<file path="src/rtl/hazard_detection_unit_pkg.sv">
// Shared CPU definitions used by the hazard detection unit.
//   REG_W       : register-specifier width
//   REG_ZERO    : specifier of the hard-wired zero register
//   hdu_state_t : hazard unit FSM states (RUN, MEM_WAIT)
package cpu_pkg;
   localparam int REG_W = 5;
   localparam logic [REG_W-1:0] REG_ZERO = 5'd0;

   typedef enum logic [0:0] {
      RUN      = 1'b0,
      MEM_WAIT = 1'b1
   } hdu_state_t;
endpackage

</file>
<file path="src/rtl/hazard_detection_unit_if.sv">
// Bundle of pipeline hazard inputs and stall/flush controls.
//   master : pipeline side, drives the ID/EX/MEM hazard inputs
//   slave  : hazard unit side, drives enables, flushes, bubbles, counters
interface hazard_detection_unit_if #(
   parameter int CNT_W = 32
);
   import cpu_pkg::*;

   logic [REG_W-1:0] IF_ID_RegRs;
   logic [REG_W-1:0] IF_ID_RegRt;
   logic             IF_ID_UsesRt;
   logic             ID_EX_MemRead;
   logic [REG_W-1:0] ID_EX_RegRt;
   logic             EX_BranchTaken;
   logic             EX_MEM_MemAccess;
   logic             DMem_Ready;
   logic             PC_Write;
   logic             IF_ID_Write;
   logic             IF_ID_Flush;
   logic             ID_EX_Write;
   logic             ID_EX_Bubble;
   logic             EX_MEM_Write;
   logic             MEM_WB_Bubble;
   logic [CNT_W-1:0] Stall_Count;
   logic [CNT_W-1:0] Flush_Count;
   logic             Mem_Timeout;

   modport master (
      output IF_ID_RegRs, IF_ID_RegRt, IF_ID_UsesRt, ID_EX_MemRead, ID_EX_RegRt,
             EX_BranchTaken, EX_MEM_MemAccess, DMem_Ready,
      input  PC_Write, IF_ID_Write, IF_ID_Flush, ID_EX_Write, ID_EX_Bubble,
             EX_MEM_Write, MEM_WB_Bubble, Stall_Count, Flush_Count, Mem_Timeout
   );

   modport slave (
      input  IF_ID_RegRs, IF_ID_RegRt, IF_ID_UsesRt, ID_EX_MemRead, ID_EX_RegRt,
             EX_BranchTaken, EX_MEM_MemAccess, DMem_Ready,
      output PC_Write, IF_ID_Write, IF_ID_Flush, ID_EX_Write, ID_EX_Bubble,
             EX_MEM_Write, MEM_WB_Bubble, Stall_Count, Flush_Count, Mem_Timeout
   );
endinterface

</file>
<file path="src/rtl/hazard_detection_unit_sat_counter.sv">
// Saturating up-counter: holds at all-ones instead of wrapping.
//   clk, rst : clock and asynchronous active-high reset
//   inc      : count this cycle
//   count    : current (registered) count
module sat_counter #(
   parameter int W = 32
) (
   input  logic         clk,
   input  logic         rst,
   input  logic         inc,
   output logic [W-1:0] count
);
   logic [W-1:0] count_r;

   // Count register, frozen once every bit is set.
   always_ff @(posedge clk or posedge rst) begin
      if (rst) begin
         count_r <= {W{1'b0}};
      end else if (inc && (count_r != {W{1'b1}})) begin
         count_r <= count_r + W'(1);
      end else begin
         count_r <= count_r;
      end
   end

   assign count = count_r;
endmodule

</file>
<file path="src/rtl/hazard_detection_unit.sv">
// Stall/flush controller for the 5-stage pipeline: memory freeze, taken-branch
// flush and load-use stall, with saturating stall/flush counters and a sticky
// data-memory timeout flag.
//   clk, rst : clock and asynchronous active-high reset
//   hdu      : hazard inputs from ID/EX/MEM, stage enables/flushes/bubbles,
//              Stall_Count, Flush_Count, Mem_Timeout
module hazard_detection_unit
   import cpu_pkg::*;
#(
   parameter int CNT_W       = 32,
   parameter int MEM_TIMEOUT = 255
) (
   input  logic                    clk,
   input  logic                    rst,
   hazard_detection_unit_if.slave  hdu
);
   localparam int WAIT_W = $clog2(MEM_TIMEOUT + 1);
   localparam logic [WAIT_W-1:0] TIMEOUT_V    = WAIT_W'(MEM_TIMEOUT);
   localparam logic [WAIT_W-1:0] TIMEOUT_M1_V = WAIT_W'(MEM_TIMEOUT - 1);

   hdu_state_t        state_r, state_nxt_s;
   logic [WAIT_W-1:0] wait_cnt_r, wait_cnt_nxt_s;
   logic              mem_timeout_r;
   logic              timeout_set_s;
   logic              timeout_hit_s;
   logic              freeze_s, flush_s, load_use_s;
   logic              rs_match_s, rt_match_s;
   logic              pc_write_s, if_id_write_s, if_id_flush_s, id_ex_write_s;
   logic              id_ex_bubble_s, ex_mem_write_s, mem_wb_bubble_s;

   // Hazard detection with priority: freeze > branch flush > load-use.
   always_comb begin
      // Once the wait has run MEM_TIMEOUT cycles the freeze is dropped for one
      // cycle so the pipeline can make progress.
      timeout_hit_s = (state_r == MEM_WAIT) && (wait_cnt_r == TIMEOUT_V);
      freeze_s      = hdu.EX_MEM_MemAccess && !hdu.DMem_Ready && !timeout_hit_s;
      flush_s       = !freeze_s && hdu.EX_BranchTaken;
      rs_match_s    = (hdu.ID_EX_RegRt == hdu.IF_ID_RegRs);
      rt_match_s    = hdu.IF_ID_UsesRt && (hdu.ID_EX_RegRt == hdu.IF_ID_RegRt);
      load_use_s    = !freeze_s && !hdu.EX_BranchTaken && hdu.ID_EX_MemRead &&
                      (hdu.ID_EX_RegRt != REG_ZERO) && (rs_match_s || rt_match_s);
   end

   // Stage enable / flush / bubble mux; everything held off while in reset.
   always_comb begin
      pc_write_s      = 1'b1;
      if_id_write_s   = 1'b1;
      if_id_flush_s   = 1'b0;
      id_ex_write_s   = 1'b1;
      id_ex_bubble_s  = 1'b0;
      ex_mem_write_s  = 1'b1;
      mem_wb_bubble_s = 1'b0;
      if (rst) begin
         pc_write_s     = 1'b0;
         if_id_write_s  = 1'b0;
         id_ex_write_s  = 1'b0;
         ex_mem_write_s = 1'b0;
      end else if (freeze_s) begin
         pc_write_s      = 1'b0;
         if_id_write_s   = 1'b0;
         id_ex_write_s   = 1'b0;
         ex_mem_write_s  = 1'b0;
         mem_wb_bubble_s = 1'b1;
      end else if (flush_s) begin
         if_id_flush_s  = 1'b1;
         id_ex_bubble_s = 1'b1;
      end else if (load_use_s) begin
         pc_write_s     = 1'b0;
         if_id_write_s  = 1'b0;
         id_ex_bubble_s = 1'b1;
      end else begin
         pc_write_s = 1'b1;
      end
   end

   // Next state and wait counter; the counter only runs while waiting.
   always_comb begin
      state_nxt_s    = RUN;
      wait_cnt_nxt_s = {WAIT_W{1'b0}};
      timeout_set_s  = 1'b0;
      case (state_r)
         RUN: begin
            if (freeze_s) begin
               state_nxt_s = MEM_WAIT;
            end else begin
               state_nxt_s = RUN;
            end
         end
         MEM_WAIT: begin
            if (freeze_s) begin
               state_nxt_s    = MEM_WAIT;
               wait_cnt_nxt_s = wait_cnt_r + WAIT_W'(1);
               timeout_set_s  = (wait_cnt_r == TIMEOUT_M1_V);
            end else begin
               state_nxt_s = RUN;
            end
         end
         default: begin
            state_nxt_s = RUN;
         end
      endcase
   end

   // State, wait counter and sticky timeout flag.
   always_ff @(posedge clk or posedge rst) begin
      if (rst) begin
         state_r       <= RUN;
         wait_cnt_r    <= {WAIT_W{1'b0}};
         mem_timeout_r <= 1'b0;
      end else begin
         state_r       <= state_nxt_s;
         wait_cnt_r    <= wait_cnt_nxt_s;
         mem_timeout_r <= mem_timeout_r || timeout_set_s;
      end
   end

   sat_counter #(.W(CNT_W)) u_stall_cnt (
      .clk   (clk),
      .rst   (rst),
      .inc   (freeze_s || load_use_s),
      .count (hdu.Stall_Count)
   );

   sat_counter #(.W(CNT_W)) u_flush_cnt (
      .clk   (clk),
      .rst   (rst),
      .inc   (flush_s),
      .count (hdu.Flush_Count)
   );

   assign hdu.PC_Write      = pc_write_s;
   assign hdu.IF_ID_Write   = if_id_write_s;
   assign hdu.IF_ID_Flush   = if_id_flush_s;
   assign hdu.ID_EX_Write   = id_ex_write_s;
   assign hdu.ID_EX_Bubble  = id_ex_bubble_s;
   assign hdu.EX_MEM_Write  = ex_mem_write_s;
   assign hdu.MEM_WB_Bubble = mem_wb_bubble_s;
   assign hdu.Mem_Timeout   = mem_timeout_r;
endmodule

</file>
<file path="src/flat_wrapper.sv">
// flat-port wrapper written by rule: the top's interface ports become plain ports
module hazard_detection_unit_flat import cpu_pkg::*;
#(
   parameter int CNT_W       = 32,
   parameter int MEM_TIMEOUT = 255
)
  (clk, rst, hdu_IF_ID_RegRs, hdu_IF_ID_RegRt, hdu_IF_ID_UsesRt, hdu_ID_EX_MemRead, hdu_ID_EX_RegRt, hdu_EX_BranchTaken, hdu_EX_MEM_MemAccess, hdu_DMem_Ready, hdu_PC_Write, hdu_IF_ID_Write, hdu_IF_ID_Flush, hdu_ID_EX_Write, hdu_ID_EX_Bubble, hdu_EX_MEM_Write, hdu_MEM_WB_Bubble, hdu_Stall_Count, hdu_Flush_Count, hdu_Mem_Timeout);
  hazard_detection_unit_if #(.CNT_W(CNT_W)) hdu_i ();
  input  logic clk;
  input  logic rst;
  input wire logic [$bits(hdu_i.IF_ID_RegRs)-1:0] hdu_IF_ID_RegRs;
  input wire logic [$bits(hdu_i.IF_ID_RegRt)-1:0] hdu_IF_ID_RegRt;
  input wire logic [$bits(hdu_i.IF_ID_UsesRt)-1:0] hdu_IF_ID_UsesRt;
  input wire logic [$bits(hdu_i.ID_EX_MemRead)-1:0] hdu_ID_EX_MemRead;
  input wire logic [$bits(hdu_i.ID_EX_RegRt)-1:0] hdu_ID_EX_RegRt;
  input wire logic [$bits(hdu_i.EX_BranchTaken)-1:0] hdu_EX_BranchTaken;
  input wire logic [$bits(hdu_i.EX_MEM_MemAccess)-1:0] hdu_EX_MEM_MemAccess;
  input wire logic [$bits(hdu_i.DMem_Ready)-1:0] hdu_DMem_Ready;
  output wire logic [$bits(hdu_i.PC_Write)-1:0] hdu_PC_Write;
  output wire logic [$bits(hdu_i.IF_ID_Write)-1:0] hdu_IF_ID_Write;
  output wire logic [$bits(hdu_i.IF_ID_Flush)-1:0] hdu_IF_ID_Flush;
  output wire logic [$bits(hdu_i.ID_EX_Write)-1:0] hdu_ID_EX_Write;
  output wire logic [$bits(hdu_i.ID_EX_Bubble)-1:0] hdu_ID_EX_Bubble;
  output wire logic [$bits(hdu_i.EX_MEM_Write)-1:0] hdu_EX_MEM_Write;
  output wire logic [$bits(hdu_i.MEM_WB_Bubble)-1:0] hdu_MEM_WB_Bubble;
  output wire logic [$bits(hdu_i.Stall_Count)-1:0] hdu_Stall_Count;
  output wire logic [$bits(hdu_i.Flush_Count)-1:0] hdu_Flush_Count;
  output wire logic [$bits(hdu_i.Mem_Timeout)-1:0] hdu_Mem_Timeout;
  assign hdu_i.IF_ID_RegRs = hdu_IF_ID_RegRs;
  assign hdu_i.IF_ID_RegRt = hdu_IF_ID_RegRt;
  assign hdu_i.IF_ID_UsesRt = hdu_IF_ID_UsesRt;
  assign hdu_i.ID_EX_MemRead = hdu_ID_EX_MemRead;
  assign hdu_i.ID_EX_RegRt = hdu_ID_EX_RegRt;
  assign hdu_i.EX_BranchTaken = hdu_EX_BranchTaken;
  assign hdu_i.EX_MEM_MemAccess = hdu_EX_MEM_MemAccess;
  assign hdu_i.DMem_Ready = hdu_DMem_Ready;
  assign hdu_PC_Write = hdu_i.PC_Write;
  assign hdu_IF_ID_Write = hdu_i.IF_ID_Write;
  assign hdu_IF_ID_Flush = hdu_i.IF_ID_Flush;
  assign hdu_ID_EX_Write = hdu_i.ID_EX_Write;
  assign hdu_ID_EX_Bubble = hdu_i.ID_EX_Bubble;
  assign hdu_EX_MEM_Write = hdu_i.EX_MEM_Write;
  assign hdu_MEM_WB_Bubble = hdu_i.MEM_WB_Bubble;
  assign hdu_Stall_Count = hdu_i.Stall_Count;
  assign hdu_Flush_Count = hdu_i.Flush_Count;
  assign hdu_Mem_Timeout = hdu_i.Mem_Timeout;
  hazard_detection_unit #(.CNT_W(CNT_W), .MEM_TIMEOUT(MEM_TIMEOUT)) u_core (.clk(clk), .rst(rst), .hdu(hdu_i));
endmodule
</file>
<file path="config.mk">
export PLATFORM = sky130hd
export DESIGN_NAME = hazard_detection_unit_flat
export DESIGN_NICKNAME = d
export VERILOG_FILES = /design/src/rtl/hazard_detection_unit_pkg.sv /design/src/rtl/hazard_detection_unit_if.sv /design/src/rtl/hazard_detection_unit_sat_counter.sv /design/src/rtl/hazard_detection_unit.sv /design/src/flat_wrapper.sv
export SDC_FILE = /design/constraint.sdc
export NUM_CORES = 1
export LEC_CHECK = 0
export CAP_MARGIN = 20
export CORE_MARGIN = 2
export CORE_UTILIZATION = 49
export CTS_CLUSTER_DIAMETER = 100
export DETAILED_ROUTE_END_ITERATION = 7
export PLACE_DENSITY = 0.8
export SLEW_MARGIN = 20
export SYNTH_ARGS = -nofsm -noshare
export SYNTH_HDL_FRONTEND = slang
export SYNTH_SLANG_ARGS = --single-unit
</file>
<file path="constraint.sdc">
create_clock -name clk -period 3.3 [get_ports clk]
set_clock_uncertainty 0.15 [all_clocks]
set_input_delay 0.33 -clock clk [delete_from_list [all_inputs] [get_ports clk]]
set_output_delay 0.33 -clock clk [all_outputs]
set_load 0.05 [all_outputs]
</file>
Fig. 1: wiring heat map
Scale bar: 20 um. The die is cut into 18 by 18 equal tiles; dark blue is low, red is high, scaled to the fullest tile. Values are wire area over tile area, all layers added.
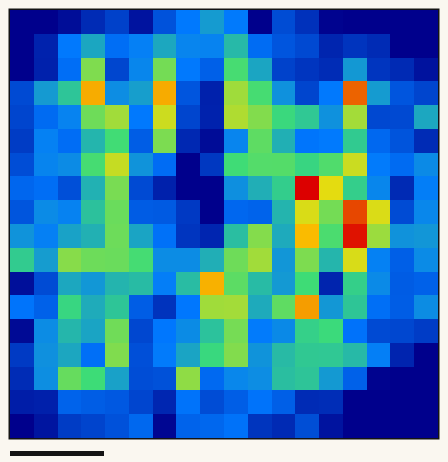
The mean over all tiles is 0.16. 9.6% of the tiles are nearly empty. 19% of the tiles are over half the peak. The densest ninth of the die: east. The fullest tile reaches 0.54.

Fig. 2: local utilization
Scale bar: 20 um. The die is cut into 9 by 9 equal tiles; dark blue is low, red is high, 0 to 100% covered.
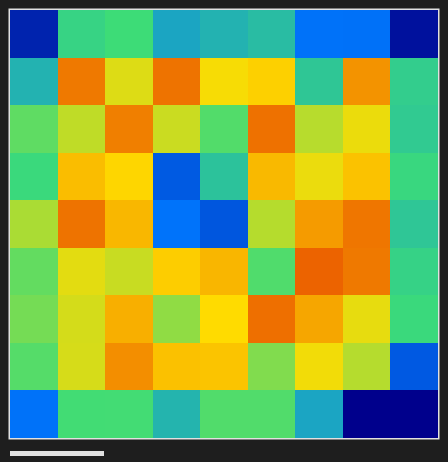
The mean over all tiles is 58%. 31% of the tiles are over 75% full. The fullest tile reaches 89%. 2.5% of the tiles are nearly empty.

==> results.py <==
# Auto-generated metrics
metrics = {
    "worst_hold_path": {
        "min_delay_worst_endpoint": "u_core.hdu.Mem_Timeout",
        "worst_hold_startpoint": "u_core.hdu.Mem_Timeout",
    },
    "outcome": {
        "outcome": "complete, no violations",
    },
    "pwr": {
        "power-per-cell-area_mw_per_mm2": 485.3,
        "p_switching_mw": 0.8285,
        "comb_power_share_pct": 26.5,
        "proportion_of_power_drawn_by_the_clock_network_pct": 28.5,
        "switching_share_pct": 34.61,
    },
    "setup_path": {
        "slowest_delay_ps": 840,
        "crit_family": "buffers and inverters",
        "end_kind": "primary output",
        "cp_slowest_cell": "sky130_fd_sc_hd__clkdlybuf4s50_1",
        "timing.rr.start": "u_core.wait_cnt_r[0]",
        "critical_path_origin": "u_core.wait_cnt_r[0]",
        "critPathArrivalTime_ps": 2600,
        "critical_path_buffers_and_inverters": 2,
        "critPathKind": "reg -> out",
    },
    "yosys": {
        "post_synth_main_area_contributors": "sky130_fd_sc_hd__dfrtp_1 50%, sky130_fd_sc_hd__xnor2_1 11%, sky130_fd_sc_hd__xor2_1 6.6%, sky130_fd_sc_hd__nand3_1 4.1%, sky130_fd_sc_hd__nor2_1 4.1%",
        "synth-cells-yosys": 352,
        "yosys.area.top_type": "sky130_fd_sc_hd__dfrtp_1",
        "yosysTopAreaCellShare_pct": 50.10,
        "synthCells": 352,
    },
    "floorplanning": {
        "chip_area_mm2": 0.008254,
    },
    "sta": {
        "finalWorstSetupSlack_ps": 223.6,
        "timing.fmax_ghz": 0.3251,
    },
    "clocking": {
        "worst_setup_hold_path_clk_slew_ps": 70,
        "root_buffer": "sky130_fd_sc_hd__clkbuf_8",
        "numClockSinks": 74,
        "cts-hold-fix-buffers": 0,
        "htreeDepth": 3,
    },
    "global_route": {
        "grt_max_degree": 75,
    },
    "job": {
        "log.warning_count": 27,
    },
    "detailed_routing": {
        "totalWireLength_um": 8291,
        "drtAntennaViolNets": 0,
    },
    "placement": {
        "buffer_ports.inserted": 93,
    },
}
Fig. 3: sizing map
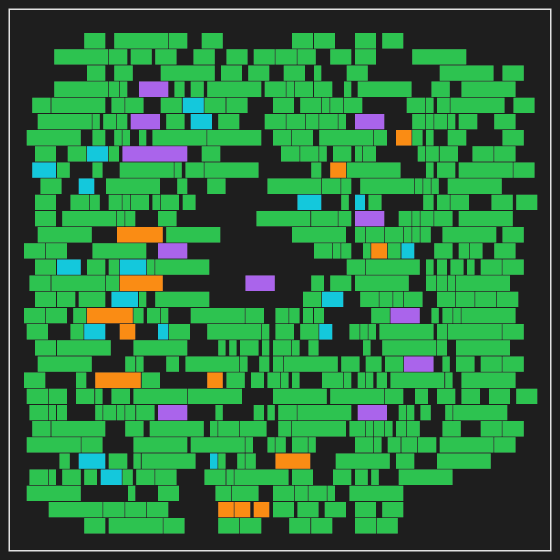
Key: green = drive 1 or less [cells 418, most used clkdlybuf4s50_1]; purple = drive 6 and up [cells 11, most used clkbuf_8]; cyan = drive 2 [cells 18, most used and4_2]; orange = drive 3 to 4 [cells 13, most used buf_4]

Fig. 4: cell classes on the final placement
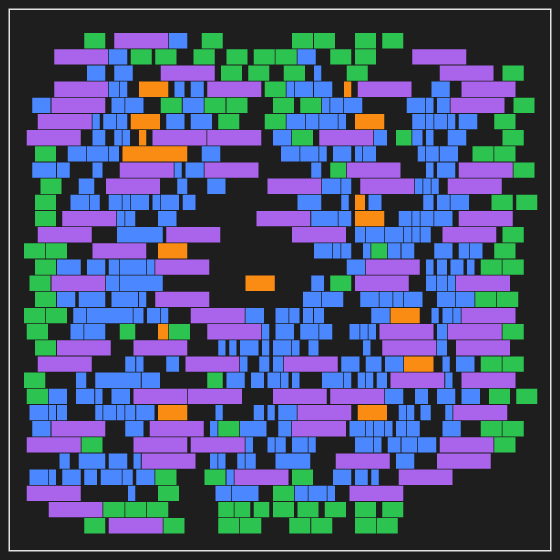
Key: green = other buffers and delay cells [cells 98, share of their area 20%]; orange = clock drivers and dummy loads [cells 15, share of their area 3.9%]; purple = flip-flops [cells 74, share of their area 39%]; blue = all other logic [cells 273, share of their area 38%]

==> cells by family after synthesis <==
kind of cell    synth area share, %
buf+inv                       2.031
xor+xnor                      17.77
compound gates                3.047
simple gates                  24.51
mux                           1.185
flops                         50.10
fa+ha+maj                     1.354
==> cell usage in the layout (no fill, tap or decap), types with 9 or more instances in the layout <==
master	instances
sky130_fd_sc_hd__clkbuf_8	10
sky130_fd_sc_hd__xor2_1	28
sky130_fd_sc_hd__clkdlybuf4s50_1	90
sky130_fd_sc_hd__nand2_1	28
sky130_fd_sc_hd__xnor2_1	47
sky130_fd_sc_hd__inv_1	10
sky130_fd_sc_hd__and3_1	9
sky130_fd_sc_hd__nor3_1	12
sky130_fd_sc_hd__nand4_1	20
sky130_fd_sc_hd__nor2_1	40
sky130_fd_sc_hd__nand3_1	30
sky130_fd_sc_hd__dfrtp_1	74
==> tightest hold or removal path: stages (launching register included) <==
cell and delay (ps):
sky130_fd_sc_hd__dfrtp_1 360, sky130_fd_sc_hd__inv_1 40, sky130_fd_sc_hd__o31ai_1 50
==> per-stage QoR <==
step                instances  hold slack (ps)  power (mW)  instance area [um^2]
floorplan                 352            304.6       1.499                  3696
global placement          544            313.4       1.722                  4747
detailed placement        544            319.0       1.732                  4747
CTS                       559            336.7       2.415                  4932
global route              559            356.9       2.501                  4932
finish                    559            329.7       2.394                  4932
==> layer usage <==
metal | routed length, um | track usage [%] | vias to the layer above | part of all wire [%]
li1 | - | - | 1418 | -
met4 | 207 | 9.975 | 0 | 2.5
met2 | 4325 | 36.94 | 96 | 52
met5 | 0 | 0 | - | 0
met1 | 3396 | 24.64 | 1470 | 41
met3 | 362 | 3.673 | 22 | 4.4
==> layout make-up <==
type                            instances  area [um^2]  area share (%)
Clock buffer                           12        145.1           2.943
Clock inverter                          3        40.04          0.8118
Inverter                               11        41.29          0.8371
Multi-Input combinational cell        262         1769           35.87
Sequential cell                        74         1852           37.54
Tap cell                               99        123.9           2.511
Timing Repair Buffer                   98        960.9           19.48
==> power by group through the flow <==
stage / Clock [mW] / Sequential, mW / Combinational, mW
2_1_floorplan: 0 / 1.31 / 0.187
3_3_place_gp: 0 / 1.09 / 0.629
3_5_place_dp: 0 / 1.09 / 0.638
6_report: 0.682 / 1.08 / 0.633
5_1_grt: 0.734 / 1.10 / 0.671
4_1_cts: 0.698 / 1.08 / 0.640
==> flip-flops by register name, indices dropped and copies added (netlist names) <==
signal,count
u_core.wait_cnt_r,8
u_core.u_stall_cnt.count,32
u_core.u_flush_cnt.count,32
u_core.state_r,1
u_core.hdu.Mem_Timeout,1
==> worst max path at each step <==
stage | to | slack, ps
after floorplan | hdu_PC_Write | 250
after global placement | u_core.u_stall_cnt.count[4] | 590
after detailed placement | u_core.u_stall_cnt.count[27] | 510
after CTS | hdu_ID_EX_Write | 170
after global routing | hdu_ID_EX_Write | 30
final | hdu_ID_EX_Write | 220
Power figures rest on the tool's default switching activity, not on a simulated workload.
